<file path="config.mk">
export PLATFORM = sky130hd
export DESIGN_NAME = cpu_clock_stretcher
export DESIGN_NICKNAME = d
export VERILOG_FILES = /design/src/rtl/cpu_clock_stretcher.sv
export SDC_FILE = /design/constraint.sdc
export NUM_CORES = 1
export LEC_CHECK = 0
export CORE_UTILIZATION = 24
export DETAILED_ROUTE_END_ITERATION = 8
export HOLD_SLACK_MARGIN = 0.02
export PLACE_DENSITY_LB_ADDON = 0.2
export SLEW_MARGIN = 5
export SYNTH_ARGS = -nofsm -noshare
export SYNTH_HDL_FRONTEND = slang
export SYNTH_SLANG_ARGS = --single-unit
</file>
<file path="constraint.sdc">
create_clock -name clk_src -period 4.06 [get_ports clk_src]
set_input_delay 0.609 -clock clk_src [delete_from_list [all_inputs] [get_ports clk_src]]
set_output_delay 0.609 -clock clk_src [all_outputs]
set_load 0.02 [all_outputs]
</file>
<file path="src/rtl/cpu_clock_stretcher.sv">
// 6502 PHI0 generator: splits clk_src into LOW/HIGH phases and stretches HIGH per chip select.
// Also provides halt/single-step and holds the CPU in reset for the first RESET_CYCLES clocks.
module cpu_clock_stretcher #(
  parameter int unsigned HALF_DIV     = 25,
  parameter logic [31:0] WAIT_CFG     = 32'h0000_0000,
  parameter int unsigned RESET_CYCLES = 8
) (
  input  logic       clk_src,
  input  logic       reset,
  input  logic [7:0] decoder,
  input  logic       run,
  input  logic       step,
  output logic       cpu_clk_in,
  output logic       cpu_rst_b,
  output logic       halted,
  output logic       wait_active
);

  typedef enum logic [1:0] {LOW, HIGH, HALT} state_t;

  localparam logic [11:0] LowLast = 12'(HALF_DIV - 1);
  localparam logic [11:0] HalfDiv = 12'(HALF_DIV);
  localparam logic [7:0]  RstInit = 8'(RESET_CYCLES);

  state_t      state_q, state_d;
  logic [11:0] phaseCnt_q, phaseCnt_d;
  logic [7:0]  rstCnt_q, rstCnt_d;
  logic [3:0]  waitCnt_q, waitCnt_d;
  logic        runMeta_q, runSync_q, stepMeta_q, stepSync_q;
  logic        clkOut_q, rstbOut_q, haltOut_q, waitOut_q;

  logic        holdActive;
  logic [3:0]  waitSel;
  logic [11:0] highLast;

  // Lowest-numbered active (low) select wins, so scan from the top down.
  function automatic logic [3:0] resolveWait(input logic [7:0] sel);
    logic [3:0] w;
    w = 4'd0;
    for (int i = 7; i >= 0; i--) begin
      if (!sel[i]) w = WAIT_CFG[4*i +: 4];
    end
    return w;
  endfunction

  assign holdActive = (rstCnt_q != 8'd0);
  assign waitSel    = resolveWait(decoder);
  assign highLast   = HalfDiv * (12'(waitCnt_q) + 12'd1) - 12'd1;

  always_ff @(posedge clk_src) begin
    if (reset) begin
      runMeta_q  <= 1'b0;
      runSync_q  <= 1'b0;
      stepMeta_q <= 1'b0;
      stepSync_q <= 1'b0;
    end else begin
      runMeta_q  <= run;
      runSync_q  <= runMeta_q;
      stepMeta_q <= step;
      stepSync_q <= stepMeta_q;
    end
  end

  always_ff @(posedge clk_src) begin
    if (reset) begin
      state_q    <= LOW;
      phaseCnt_q <= 12'd0;
      rstCnt_q   <= RstInit;
      waitCnt_q  <= 4'd0;
    end else begin
      state_q    <= state_d;
      phaseCnt_q <= phaseCnt_d;
      rstCnt_q   <= rstCnt_d;
      waitCnt_q  <= waitCnt_d;
    end
  end

  // Step is only consumed in HALT, so a pulse arriving in LOW or HIGH simply vanishes.
  always_comb begin
    state_d    = state_q;
    phaseCnt_d = phaseCnt_q + 12'd1;
    rstCnt_d   = rstCnt_q;
    waitCnt_d  = waitCnt_q;
    case (state_q)
      LOW: begin
        if (phaseCnt_q == LowLast) begin
          phaseCnt_d = 12'd0;
          if (runSync_q || holdActive) begin
            state_d   = HIGH;
            waitCnt_d = waitSel;
          end else begin
            state_d = HALT;
          end
        end
      end
      HIGH: begin
        if (phaseCnt_q == highLast) begin
          state_d    = LOW;
          phaseCnt_d = 12'd0;
          if (holdActive) rstCnt_d = rstCnt_q - 8'd1;
        end
      end
      HALT: begin
        phaseCnt_d = 12'd0;
        if (runSync_q || stepSync_q) begin
          state_d   = HIGH;
          waitCnt_d = waitSel;
        end
      end
      default: begin
        state_d    = LOW;
        phaseCnt_d = 12'd0;
      end
    endcase
  end

  // Outputs come from dedicated flops loaded with the next state so PHI0 is glitch-free.
  always_ff @(posedge clk_src) begin
    if (reset) begin
      clkOut_q  <= 1'b0;
      rstbOut_q <= 1'b0;
      haltOut_q <= 1'b0;
      waitOut_q <= 1'b0;
    end else begin
      clkOut_q  <= (state_d == HIGH);
      rstbOut_q <= (rstCnt_d == 8'd0);
      haltOut_q <= (state_d == HALT);
      waitOut_q <= (state_d == HIGH) && (waitCnt_d != 4'd0);
    end
  end

  assign cpu_clk_in  = clkOut_q;
  assign cpu_rst_b   = rstbOut_q;
  assign halted      = haltOut_q;
  assign wait_active = waitOut_q;

endmodule

</file>
Run 1, selected gate families:
Scale bar: 20 µm.
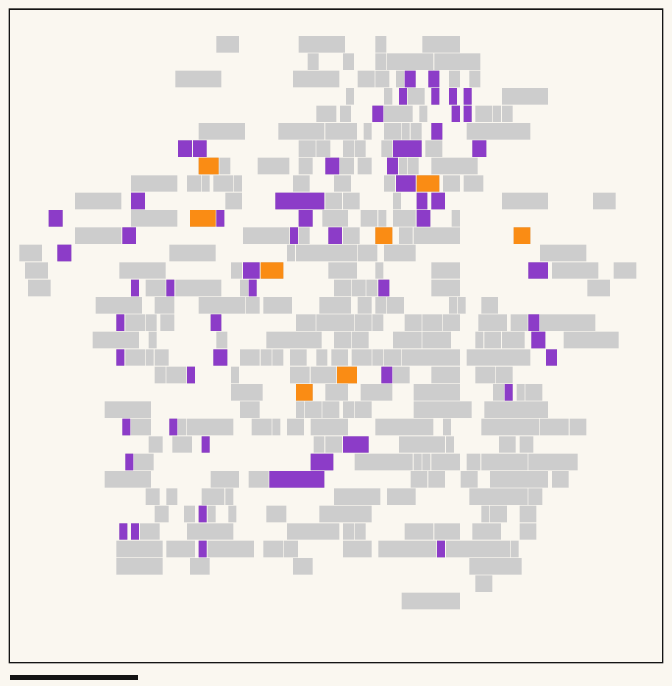
legend:
  AND-OR and OR-AND gates:
    colour: orange
    cells: 8
    most_used: o21a_1
  NOR gates:
    colour: purple
    cells: 57
    most_used: nor2_1

Run 1, placement density heat map:
10 x 10 tiles, from dark blue (low) to red (high), 0 to 100% covered.
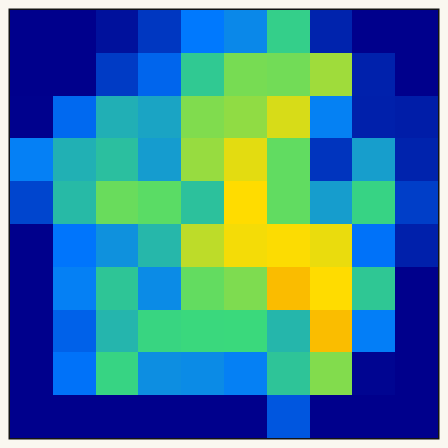
emptiest ninth of the die: top left
fullest tile: 79%
mean over tiles: 30%
densest ninth of the die: middle
nearly empty tiles: 25%

Run 1, routed metal, one colour a layer:
Scale bar: 20 µm.
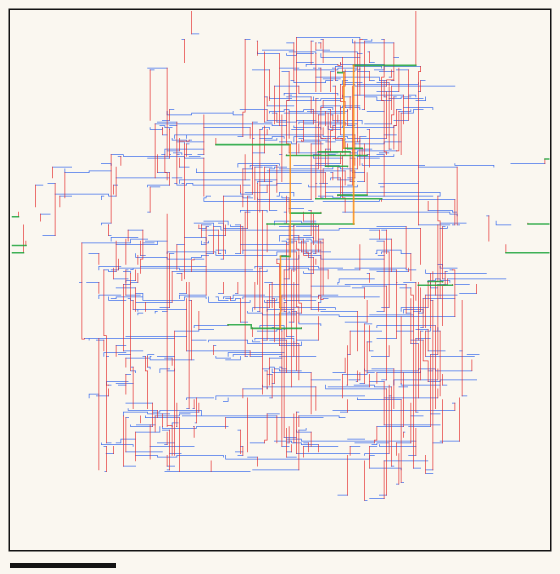
legend:
  met3:
    colour: green
    wire_length: 140 µm
  met4:
    colour: orange
    wire_length: 78.9 µm
  met2:
    colour: red
    wire_length: 2,550 µm
  met1:
    colour: blue
    wire_length: 2,840 µm
final WL: 5610 µm
vias: 2,028
gr usage total: 11.3%

==> run notes, run 1 <==
Notes on the flow run.

- The run finished with clean final reports.
- The type recorded for the worst min-delay path is reg2reg.
- The power after layout is 0.622 mW, for reference.
- The I/O pin count is 16, for reference.
- The mapped netlist covers 2400 µm².
- The clock network power reported by the tool is roughly 0.26 mW.
- The routed design could run at a clock period as short as a little under 4 ns.
- The critical path endpoint has a required time of 4.29 ns.
- The leakage power is between 1 and 1.5 nW, for reference.
- The number of hold buffers added after CTS was 0.
- Power spread over the standard cell area amounts to 190 nW/µm².
- The chip area from the yosys synthesis statistics is about 2400 µm², for reference.
- The die area is about 10,000 µm², for reference.
- The data arrival time reported for the critical path is 4.19 ns.
- The number of flip-flops in the largest register is 12, for reference.
- The flow reports that the clock network draws about two fifths of the design power.
- The flow reports that sequential cells draw a little over half of the design power.
- Of all power groups, the one with the highest power is registers.
- Yosys reports that the most numerous cell types are sky130_fd_sc_hd__dfxtp_1 (34), sky130_fd_sc_hd__nor2_1 (27), sky130_fd_sc_hd__ha_1 (24).
- The combinational power is roughly 0.022 mW, for reference.
- Per the power-grid run, VDD falls by no more than roughly 0.000098 V.
- The clock arrives with about 0.0024 ns of skew.
- After floorplanning, the core was sized to cover 9730 µm².
- The power drawn by the sequential cells is 0.340 mW, for reference.
- The final-report setup violation count is 0, for reference.
- The layout overhead on the synthesized area is 36.5%, for reference.
- The number of violations reported at the end of detailed-routing iteration 0 is 57, for reference.
- The die is between 100 and 150 µm wide.
- The count of nets left with antenna violations after detail routing is 0, for reference.
- The sort of element at the end of the critical path is a register, for reference.
- Among the non-sequential cells, simple AND/OR/NAND/NOR gates take the most area.
- The xor/xnor share of the synthesized area is a little over a tenth, for reference.
- The combinational cell fraction of total power is under 10%, for reference.
- The analysis attributes to net switching a power of ~0.15 mW.
- Endpoints failing hold in the final report were tallied at 0.
- The total number of yosys warnings is 0, for reference.
- The number of clock sinks seen by CTS is 34, for reference.
- The script computed the net switching share of total power as 24.6%.
- The tool flagged a number of max-cap violations equal to 0.
- The design internal power is ~0.47 mW, for reference.
- Once layout is complete, the utilization of the core stands at around 34%.
- Of all cell types, the one taking the most synthesized area is sky130_fd_sc_hd__dfxtp_1.
- The timing report gives the biggest stage delay along the critical path as approximately 0.57 ns.
- The most common cell in the synthesized netlist is sky130_fd_sc_hd__dfxtp_1, for reference.
- Per STA, the worst path is made up of inv_4 -> ha_4 -> xor2_4 -> fa_2 -> inv_2 -> ha_4 -> ha_4 -> a211oi_4 -> buf_4 -> o211ai_1 -> a22oi_2 -> nor2_1 -> or3_4 -> buf_4 -> or3_1 -> a21oi_1.
- The largest buffer count on any clock path is 2, for reference.
- Timing would allow up to between 200 and 300 MHz.
- The sum of overflow across all layers after global routing is 0, for reference.
- The clock latency on the worst-skew pair is 0.29 ns, for reference.
==> run 1: placed cells by master, fill, tap and decap left out, drive strengths merged, types with 2 or more instances in the layout <==
cell / count
nand4: 3
a211oi: 2
xnor2: 10
nor2b: 4
nor2: 27
o211ai: 4
a21oi: 10
o41ai: 3
buf: 38
nor4: 10
clkbuf: 6
clkinv: 2
inv: 22
fa: 4
and4b: 2
and3: 4
nand3: 14
o21ai: 13
nand2b: 2
dfxtp: 34
nor4b: 3
ha: 24
xor2: 15
o21a: 2
o31a: 2
and2: 4
or3: 6
nand2: 13
clkdlybuf4s50: 7
nor3: 12
==> run 1: layout make-up <==
type                    instances  area (µm²)
multi-input cells             211        1880
inverters                      22        85.1
repair buffers                 45         368
clock inverters                 2        13.8
well taps                     133         166
clock buffers                   6        72.6
fillers                      1026        6460
flip-flops and latches         34         689
==> run 1: what timing repair did <==
action / CTS / global route
resized: 7 / 32
pin swaps: 10 / 22
setup buffers: 2 / 5
setup endpoints to repair: 4 / 23
==> run 1: worst paths after layout <==
kind | to | slack, ns | cells past startpoint | from
worst min-delay path | runSync_q | 0.44 | 1 | runMeta_q
worst max-delay path | rstCnt_q[1] | 0.1 | 16 | waitCnt_q[0]
worst min register to register | runSync_q | 0.44 | 1 | runMeta_q
worst max register to register | rstCnt_q[1] | 0.1 | 16 | waitCnt_q[0]
==> run 1: routing by layer <==
metal	up-vias	global-route usage [%]	wire length (µm)
met5	-	0	0
met2	31	18.3	2550
met1	935	15.4	2840
met4	0	3.63	78
met3	9	1.92	139
li1	1053	-	-
==> run 1: worst max-delay path: cells and delay by family, from the launching register on <==
kind	cells	cell delay [ns]
DFF	1	0.41
buffers and inverters	4	0.44
adders and majority gates	4	1.30
xor gates and xnor gates	1	0.16
and+or+nand+nor	3	0.82
AOI/OAI and AO/OA	4	0.76
Run 1, track usage over the die:
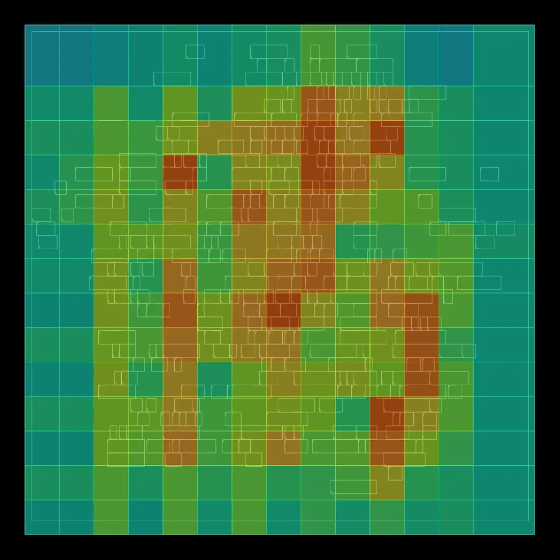

--- run 2 (diff from run 1) ---
--- a/config.mk
+++ b/config.mk
@@ -5,7 +5,7 @@
 export SDC_FILE = /design/constraint.sdc
 export NUM_CORES = 1
 export LEC_CHECK = 0
-export CORE_UTILIZATION = 24
+export CORE_UTILIZATION = 53
 export DETAILED_ROUTE_END_ITERATION = 8
 export HOLD_SLACK_MARGIN = 0.02
 export PLACE_DENSITY_LB_ADDON = 0.2
Run 2, track usage over the die:
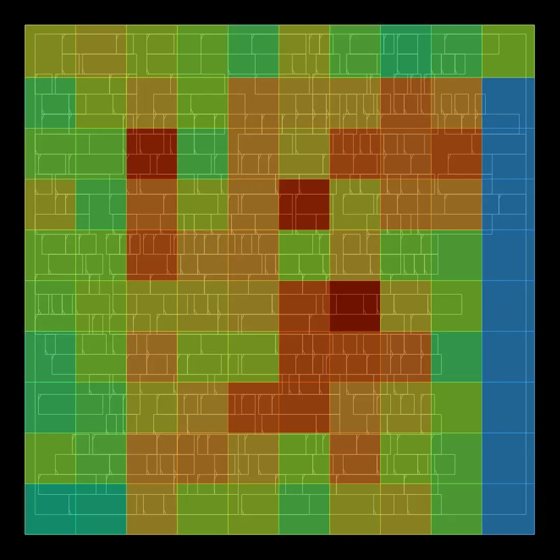
met1 track demand over resource in global routing: 29.0%
met2 demand-to-capacity share in global routing: 37.3%
Avg WL per Cell: 14.9 µm
grt peak-use layer: met2

==> run notes, run 2 <==
Notes on the flow run.

- The die area is roughly 4800 µm², for reference.
- The final reports fail on setup timing.
- The final core area utilization is 70.5%, for reference.
- The flow ran to the end, but the final reports show violations.
- The minimum period implied by the final worst setup slack is 4.07 ns, for reference.
- In this run the critical register-to-register path is captured at rstCnt_q[1].
- The share of total power in the clock network is approximately two fifths, for reference.
- The launch point of the critical path is waitCnt_q[0], for reference.
- For this run, the top clock speed supported by timing is about 250 MHz.
- For reference, the final report shows the hold violation count at 0.
- The largest area contributor in the synthesized netlist is sky130_fd_sc_hd__dfxtp_1, for reference.
- Per the skew report, the later register of the worst-skew pair sees a clock latency of about 0.29 ns.
- The most common cell in the synthesized netlist is sky130_fd_sc_hd__dfxtp_1, for reference.
- For this run, the total global-route usage over all layers was measured as ~22%.
- Along the worst hold path, the cell count comes to 1.
- In the post-route analysis, the smallest setup slack over all paths is -0.00932 ns.
- In this run the worst hold path is classified as reg2reg.
- The data required time of the worst path is around 4.3 ns, for reference.
- The chip area line in the Yosys stat output reads 2400 µm².
- The leakage power is about 1.2 nW, for reference.
- Among the non-sequential cells, simple AND/OR/NAND/NOR gates take the most area.
- The final-report setup violation count is 2, for reference.
- The synthesized netlist devotes 10.9% of its cell area to XOR and XNOR gates.
- The violation tally recorded at the end of detailed-routing iteration 0 is about 150.
- The final clock skew is ~0.0097 ns, for reference.
- The sum of overflow across all layers after global routing is 0, for reference.
- During I/O placement, the number of pins put on the boundary was 16.
- In this run the critical path is formed by inv_4 -> ha_4 -> ha_4 -> inv_4 -> ha_4 -> inv_2 -> fa_1 -> ha_4 -> a211oi_4 -> nor3_2 -> nor4b_4 -> o2111ai_4 -> or3_4 -> buf_6 -> or3_4 -> a21oi_2.
- Counting both buffers and inverters, the worst setup path holds a total of 4.
- No sink is reached through more buffers than the 2 on the longest clock path.
- The total number of yosys warnings is 0, for reference.
- Counting every sink on the clock net gives 34.
- The number of cell instances on the worst register-to-register path is 16, for reference.
- The core box area is approximately 4400 µm², for reference.
- The sum of routed wire length over all layers is approximately 5300 µm, for reference.
- The peak supply drop is approximately 0.00025 V, for reference.
- Nets still carrying antenna violations after routing amount to 0.
- The number of gates on the worst path with buffers counted is 16, for reference.
==> run 2: cell counts after synthesis <==
Identical to the previous run, type by type.
==> run 2: cell type report <==
cell class	instances	area [µm²]
clock buffers	6	82.6
clock inverters	2	12.5
fillers	314	1280
inverters	22	87.6
multi-input cells	211	1850
flip-flops and latches	34	689
well taps	52	65.1
repair buffers	33	282
==> run 2: stage by stage <==
step	area [µm²]	setup slack (ns)	power (mW)	setup TNS, ns
after floorplan	2480	0.0149	0.363	0
after global placement	2750	0.0553	0.371	0
after detailed placement	2750	-0.0289	0.372	-0.0541
after CTS	2870	0.000657	0.631	0
after global routing	3070	-0.193	0.643	-1.80
final	3070	-0.00932	0.623	-0.0181
==> run 2: repair_timing <==
action                                  4_1_cts  5_1_grt
gates resized                                 3       32
endpoints found under the setup margin        3       21
setup buffers                                 2        3
pin swaps                                     3       18
==> run 2: routing by layer <==
| metal | global-route usage, % | part of all wire (%) | vias up |
|---|---|---|---|
| met5 | 0 | 0 | - |
| met3 | 3.78 | 2.1 | 9 |
| met1 | 29.0 | 47 | 960 |
| met4 | 6.35 | 1.1 | 0 |
| li1 | - | - | 1036 |
| met2 | 37.3 | 49 | 28 |
==> run 2: power by group through the flow <==
stage	Combinational [mW]	Clock [mW]	Sequential, mW
CTS	0.0224	0.267	0.342
detailed placement	0.0223	0	0.349
global placement	0.0216	0	0.349
global route	0.0245	0.278	0.341
finish	0.0226	0.260	0.340
floorplan	0.0143	0	0.349
==> run 2: cell families after synthesis <==
| group | after synthesis |
|---|---|
| and+or+nand+nor | 110 |
| AOI/OAI and AO/OA | 45 |
| DFF | 34 |
| buffers and inverters | 29 |
| adders and majority gates | 28 |
| xor gates and xnor gates | 26 |
| muxes | 2 |
Power and IR drop assume default switching activity.
